===== src/rtl/seq_decoder_pkg.sv =====
// Shared types and helpers for the seq_decoder registered one-hot decoder.
package seq_decoder_pkg;

    typedef enum logic [1:0] {
        IDLE  = 2'd0,
        SWEEP = 2'd1,
        DONE  = 2'd2
    } seq_dec_state_t;

    localparam logic MODE_DIRECT = 1'b0;
    localparam logic MODE_SWEEP  = 1'b1;

    localparam int unsigned MAX_IN_W  = 8;
    localparam int unsigned MAX_OUT_W = 256;

    // One-hot of code, forced to zero when the code is outside 0..out_w-1.
    function automatic logic [MAX_OUT_W-1:0] onehot_f(
        input logic [MAX_IN_W-1:0] code,
        input int unsigned         out_w
    );
        logic [MAX_OUT_W-1:0] v;
        v = {MAX_OUT_W{1'b0}};
        if ({24'd0, code} < out_w) begin
            v[code] = 1'b1;
        end else begin
            v = {MAX_OUT_W{1'b0}};
        end
        return v;
    endfunction

endpackage


===== src/rtl/seq_decoder_sweep_gen.sv =====
// Sweep code generator: up/down code counter, final-code detect and inter-beat gap counter.
module seq_decoder_sweep_gen
    import seq_decoder_pkg::*;
#(
    parameter int IN_W      = 4,
    parameter int OUT_W     = 16,
    parameter int SWEEP_GAP = 0
) (
    input  logic            clk,
    input  logic            rst_n,
    input  logic            i_start,
    input  logic            i_dir,
    input  logic            i_step,
    output logic [IN_W-1:0] o_cnt,
    output logic            o_exhausted,
    output logic            o_gap_zero
);

    localparam logic [IN_W-1:0] LP_TOP  = IN_W'(OUT_W - 1);
    localparam logic [IN_W-1:0] LP_ZERO = {IN_W{1'b0}};
    localparam logic [IN_W-1:0] LP_ONE  = IN_W'(1);
    localparam logic [7:0]      LP_GAP  = 8'(SWEEP_GAP);

    logic [IN_W-1:0] r_cnt;
    logic            r_dir;
    logic            r_exhausted;
    logic [7:0]      r_gap;
    logic            w_last;

    assign w_last      = r_dir ? (r_cnt == LP_TOP) : (r_cnt == LP_ZERO);
    assign o_cnt       = r_cnt;
    assign o_exhausted = r_exhausted;
    assign o_gap_zero  = (r_gap == 8'd0);

    // Counter holds at the final code instead of wrapping; exhausted marks it as already issued.
    always_ff @(posedge clk) begin
        if (!rst_n) begin
            r_cnt       <= LP_ZERO;
            r_dir       <= 1'b0;
            r_exhausted <= 1'b0;
            r_gap       <= 8'd0;
        end else if (i_start) begin
            r_cnt       <= i_dir ? LP_ZERO : LP_TOP;
            r_dir       <= i_dir;
            r_exhausted <= 1'b0;
            r_gap       <= 8'd0;
        end else if (i_step) begin
            r_gap <= LP_GAP;
            if (w_last) begin
                r_exhausted <= 1'b1;
            end else if (r_dir) begin
                r_cnt <= r_cnt + LP_ONE;
            end else begin
                r_cnt <= r_cnt - LP_ONE;
            end
        end else if (r_gap != 8'd0) begin
            r_gap <= r_gap - 8'd1;
        end else begin
            r_gap <= r_gap;
        end
    end

endmodule


===== src/rtl/seq_decoder.sv =====
// Registered binary-to-one-hot decoder with valid/ready handshakes and a built-in code sweep.
// Optional sticky range_err output is enabled by defining SEQ_DECODER_RANGE_ERR_EN.
module seq_decoder
    import seq_decoder_pkg::*;
#(
    parameter int IN_W      = 4,
    parameter int OUT_W     = 16,
    parameter int SWEEP_GAP = 0
) (
    input  logic             clk,
    input  logic             rst_n,
    input  logic [IN_W-1:0]  data_in,
    input  logic             in_valid,
    output logic             in_ready,
    input  logic             enable,
    input  logic             mode,
    input  logic             sweep_start,
    input  logic             sweep_dir,
    output logic [OUT_W-1:0] data_out,
    output logic [IN_W-1:0]  code_out,
    output logic             out_valid,
    input  logic             out_ready,
    output logic             sweep_busy,
    output logic             sweep_done
`ifdef SEQ_DECODER_RANGE_ERR_EN
    ,
    output logic             range_err
`endif
);

    if (IN_W < 1 || IN_W > 8 || OUT_W < 1 || OUT_W > (1 << IN_W) ||
        SWEEP_GAP < 0 || SWEEP_GAP > 255) begin : g_param_err
        $error("seq_decoder: illegal IN_W/OUT_W/SWEEP_GAP combination");
    end

    seq_dec_state_t   r_state;
    logic [OUT_W-1:0] r_data_out;
    logic [IN_W-1:0]  r_code_out;
    logic             r_out_valid;
    logic             r_sweep_busy;
    logic             r_sweep_done;

    logic             w_free;
    logic             w_in_ready;
    logic             w_dir_acc;
    logic             w_sweep_start;
    logic             w_sweep_load;
    logic             w_final_acc;
    logic [IN_W-1:0]  w_cnt;
    logic             w_exhausted;
    logic             w_gap_zero;
    logic [OUT_W-1:0] w_dir_onehot;
    logic [OUT_W-1:0] w_sw_onehot;

    // The output register is free when empty or when its beat leaves this cycle.
    assign w_free        = !r_out_valid || out_ready;
    assign w_in_ready    = (r_state == IDLE) && (mode == MODE_DIRECT) && w_free;
    assign w_dir_acc     = in_valid && w_in_ready;
    assign w_sweep_start = (r_state == IDLE) && (mode == MODE_SWEEP) && sweep_start;
    assign w_sweep_load  = (r_state == SWEEP) && w_free && w_gap_zero && !w_exhausted;
    assign w_final_acc   = (r_state == SWEEP) && w_exhausted && r_out_valid && out_ready;

    assign w_dir_onehot = OUT_W'(onehot_f(MAX_IN_W'(data_in), OUT_W));
    assign w_sw_onehot  = OUT_W'(onehot_f(MAX_IN_W'(w_cnt), OUT_W));

    seq_decoder_sweep_gen #(
        .IN_W      (IN_W),
        .OUT_W     (OUT_W),
        .SWEEP_GAP (SWEEP_GAP)
    ) u_sweep_gen (
        .clk         (clk),
        .rst_n       (rst_n),
        .i_start     (w_sweep_start),
        .i_dir       (sweep_dir),
        .i_step      (w_sweep_load),
        .o_cnt       (w_cnt),
        .o_exhausted (w_exhausted),
        .o_gap_zero  (w_gap_zero)
    );

    // Control FSM with registered busy/done flags.
    always_ff @(posedge clk) begin
        if (!rst_n) begin
            r_state      <= IDLE;
            r_sweep_busy <= 1'b0;
            r_sweep_done <= 1'b0;
        end else begin
            case (r_state)
                IDLE: begin
                    r_sweep_done <= 1'b0;
                    if (w_sweep_start) begin
                        r_state      <= SWEEP;
                        r_sweep_busy <= 1'b1;
                    end else begin
                        r_state      <= IDLE;
                        r_sweep_busy <= 1'b0;
                    end
                end
                SWEEP: begin
                    if (w_final_acc) begin
                        r_state      <= DONE;
                        r_sweep_busy <= 1'b0;
                        r_sweep_done <= 1'b1;
                    end else begin
                        r_state      <= SWEEP;
                        r_sweep_busy <= 1'b1;
                        r_sweep_done <= 1'b0;
                    end
                end
                DONE: begin
                    r_state      <= IDLE;
                    r_sweep_busy <= 1'b0;
                    r_sweep_done <= 1'b0;
                end
                default: begin
                    r_state      <= IDLE;
                    r_sweep_busy <= 1'b0;
                    r_sweep_done <= 1'b0;
                end
            endcase
        end
    end

    // One-deep output register; data and code hold while a beat is stalled.
    always_ff @(posedge clk) begin
        if (!rst_n) begin
            r_data_out  <= {OUT_W{1'b0}};
            r_code_out  <= {IN_W{1'b0}};
            r_out_valid <= 1'b0;
        end else if (w_dir_acc) begin
            r_data_out  <= enable ? w_dir_onehot : {OUT_W{1'b0}};
            r_code_out  <= data_in;
            r_out_valid <= 1'b1;
        end else if (w_sweep_load) begin
            r_data_out  <= enable ? w_sw_onehot : {OUT_W{1'b0}};
            r_code_out  <= w_cnt;
            r_out_valid <= 1'b1;
        end else if (out_ready) begin
            r_out_valid <= 1'b0;
        end else begin
            r_out_valid <= r_out_valid;
        end
    end

    assign in_ready   = w_in_ready;
    assign data_out   = r_data_out;
    assign code_out   = r_code_out;
    assign out_valid  = r_out_valid;
    assign sweep_busy = r_sweep_busy;
    assign sweep_done = r_sweep_done;

`ifdef SEQ_DECODER_RANGE_ERR_EN
    localparam logic [IN_W:0] LP_OUT_W = (IN_W + 1)'(OUT_W);
    logic r_range_err;

    // Sticky flag: only reset clears it.
    always_ff @(posedge clk) begin
        if (!rst_n) begin
            r_range_err <= 1'b0;
        end else if (w_dir_acc && ({1'b0, data_in} >= LP_OUT_W)) begin
            r_range_err <= 1'b1;
        end else begin
            r_range_err <= r_range_err;
        end
    end

    assign range_err = r_range_err;
`endif

endmodule


===== config.mk =====
export PLATFORM = sky130hd
export DESIGN_NAME = seq_decoder
export DESIGN_NICKNAME = d
export VERILOG_FILES = /design/src/rtl/seq_decoder_pkg.sv /design/src/rtl/seq_decoder_sweep_gen.sv /design/src/rtl/seq_decoder.sv
export SDC_FILE = /design/constraint.sdc
export NUM_CORES = 1
export LEC_CHECK = 0
export ABC_AREA = 1
export ABC_CLOCK_PERIOD_IN_PS = 2700
export CORE_ASPECT_RATIO = 2
export CORE_MARGIN = 5
export CORE_UTILIZATION = 46
export DETAILED_ROUTE_END_ITERATION = 16
export PLACE_DENSITY = 0.73
export SLEW_MARGIN = 20
export SYNTH_ARGS = -nofsm -noshare
export SYNTH_HDL_FRONTEND = slang
export SYNTH_HIERARCHICAL = 1
export SYNTH_SLANG_ARGS = --single-unit

===== constraint.sdc =====
create_clock -name clk -period 2.7 [get_ports clk]
set_clock_uncertainty 0.2 [all_clocks]
set_input_delay 0.54 -clock clk [delete_from_list [all_inputs] [get_ports clk]]
set_output_delay 0.54 -clock clk [all_outputs]
set_load 0.005 [all_outputs]

### The metal 1 layer

Scale bar: 20 um.
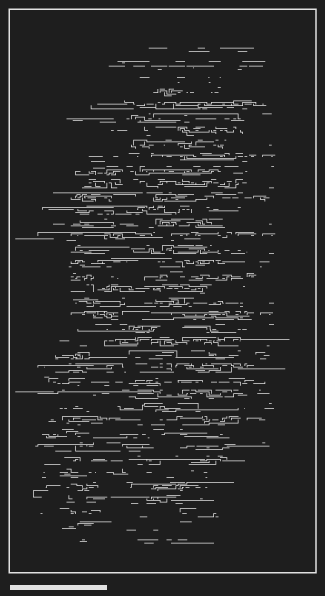
The layer carries 2,270 um of wire. 422 nets have wire on it. The layer holds 37% of the routed length.

### Track usage over the die

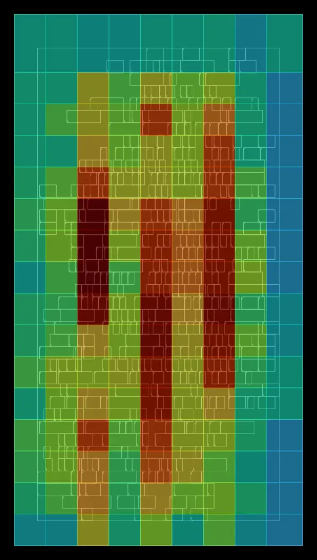
met2 usage: 0.333
Final Util: 0.554
DR WL/cell: 11.9 um

==> worst min path at each step <==
stage                          from                    to  slack (ns)
6_report       u_sweep_gen/r_gap[0]  u_sweep_gen/r_gap[0]        0.27
5_1_grt        u_sweep_gen/r_gap[0]  u_sweep_gen/r_gap[0]        0.30
4_1_cts        u_sweep_gen/r_gap[0]  u_sweep_gen/r_gap[0]        0.27
3_5_place_dp   u_sweep_gen/r_gap[0]  u_sweep_gen/r_gap[0]        0.26
3_3_place_gp   u_sweep_gen/r_gap[0]  u_sweep_gen/r_gap[0]        0.26
2_1_floorplan  u_sweep_gen/r_gap[0]  u_sweep_gen/r_gap[0]        0.24
==> registers in the layout (all words and copies together) (netlist names) <==
register and cells:
code_out 4, data_out 16, out_valid 1, r_state 2, sweep_done 1, u_sweep_gen/o_cnt 4
u_sweep_gen/o_exhausted 1, u_sweep_gen/r_dir 1, u_sweep_gen/r_gap 8
==> per-stage QoR <==
stage	worst slack [ns]	std cells	area, um^2
finish	0.139	509	3030
global route	0.0789	509	3030
CTS	0.126	509	3030
detailed placement	0.129	501	2940
global placement	0.127	501	2940
floorplan	0.528	414	2590
==> synth_stat cells (4+ instances only) <==
master	n	share of area
dfxtp_1	38	0.29
nand4_1	5	0.012
nor2_2	6	0.014
inv_1	66	0.096
nand3_1	54	0.10
nand2_1	116	0.17
nor2_1	64	0.093
clkinv_1	4	0.0058
buf_6	4	0.017
inv_2	4	0.0058
nand3_2	10	0.039
a21oi_1	6	0.012
==> layout make-up <==
type                            count  share of cell area
Inverter                           74              0.0917
Sequential cell                    38               0.251
Timing Repair Buffer               41               0.131
Clock buffer                        7              0.0285
Clock inverter                      1             0.00165
Multi-Input combinational cell    288               0.471
Tap cell                           60              0.0248
==> cells by family (layout without fill, tap and decap cells) <==
kind of cell             after synthesis  count (layout)  share of synthesized area
XOR/XNOR                               4               4                     0.0135
flip-flops                            38              38                      0.293
adder cells (fa/ha/maj)                4               4                     0.0222
buffers and inverters                 88             123                      0.156
AND-OR/OR-AND                         12              12                     0.0280
AND/OR/NAND/NOR                      268             268                      0.487
==> where the power goes <==
part           leakage (nW)  switching, mW  internal (mW)  total (mW)
logic                  1.20          0.612          0.429        1.04
registers             0.311         0.0863          0.665       0.751
clock network        0.0482          0.207          0.206       0.414
==> cells in the final DEF (no fill, tap or decap), types with 2 or more instances in the layout <==
| master | count |
|---|---|
| inv_2 | 4 |
| nand2_4 | 2 |
| nand3_1 | 54 |
| nor2_4 | 3 |
| nand3_2 | 10 |
| clkinv_1 | 4 |
| o21ai_0 | 2 |
| nor2_2 | 6 |
| buf_4 | 6 |
| a21oi_2 | 2 |
| ha_1 | 3 |
| clkdlybuf4s50_1 | 35 |
| inv_1 | 66 |
| nor2_1 | 64 |
| a21oi_1 | 6 |
| clkbuf_8 | 6 |
| nand4_1 | 5 |
| nand2_2 | 2 |
| xor2_1 | 3 |
| nand2_1 | 116 |
| dfxtp_1 | 38 |
==> critical path, stage by stage <==
cell	delay, ns
clkdlybuf4s50_1	0.47
inv_1	0.07
nand2_4	0.05
inv_1	0.05
nor2_2	0.12
clkdlybuf4s50_1	0.51
==> qor.csv <==
metric;value;unit
Log Warnings;26;
worst slew pin tran;0.532;ns
Avg Vias per Cell;4.97;
FF-to-FF setup slack;0.34;ns
Slew Viols, Final;0;
Netlist cell types;33;
met3 wire length;211;um
post-layout total power;2.21;mW
highest routed metal layer;met4;
GRT met3 Usage;0.0250;
post-route antenna net violation count;0;
Floorplan Nets;430;
Power Dens Cells;729;nW/um^2
WP data required;1.96;ns
fp_density;0.474;
DIE AREA;7330;um^2
CTS tree;yes;
yosys stat area;2590;um^2
CP Launch Point;out_ready;
# setup viols final;0;
CP Capture Type;primary output;
Top Ports;36;
layout cells sized above 1;0.102;
maximum root-to-sink buffer count;2;
CTS resizes;0;
Worst Reg-to-Reg Cells;13;
reg2reg start;u_sweep_gen/r_gap[0];
TNS Setup;0;ns
Final GP Congestion;0.890;
Fmax;0.390;GHz
mapped cell area;2590;um^2
VDD IR max;629;uV
GR Overflow Total;0;
total CTS buffers;5;
arrival time worst endpoint;1.82;ns
IO Port Bufs;35;
Post-layout nets;464;
RR Endpoint;u_sweep_gen/o_cnt[3];
CP endpoint;in_ready;
fin crit period;2.56;ns
Area growth syn-to-layout;16.8;%
max cap viols;0;
Logic area;1430;um^2
Post-CTS Setup Bufs;0;
vias in the first global route;2427;
sequential cell area;761;um^2
status;finished clean;
Slew HR;0.644;
worst-path fanout max;2;
# rows;38;
RSZ-0062 raised after global routing;false;
GRT met1 Usage;0.180;
First DRT Iteration DRCs;101;
YS warnings;6;
fill cell count;580;
routed wire length;6070;um
initial antenna violation count;0;
# DRC;0;
startpoint types;primary input;
worst hold stages;2;
cycle use final;0.949;
Top FF cell, synth;dfxtp_1;
die height;116;um
kind of critical path;primary input to primary output;
Die X;63.1;um
Power figures rest on the tool's default switching activity, not on a simulated workload.
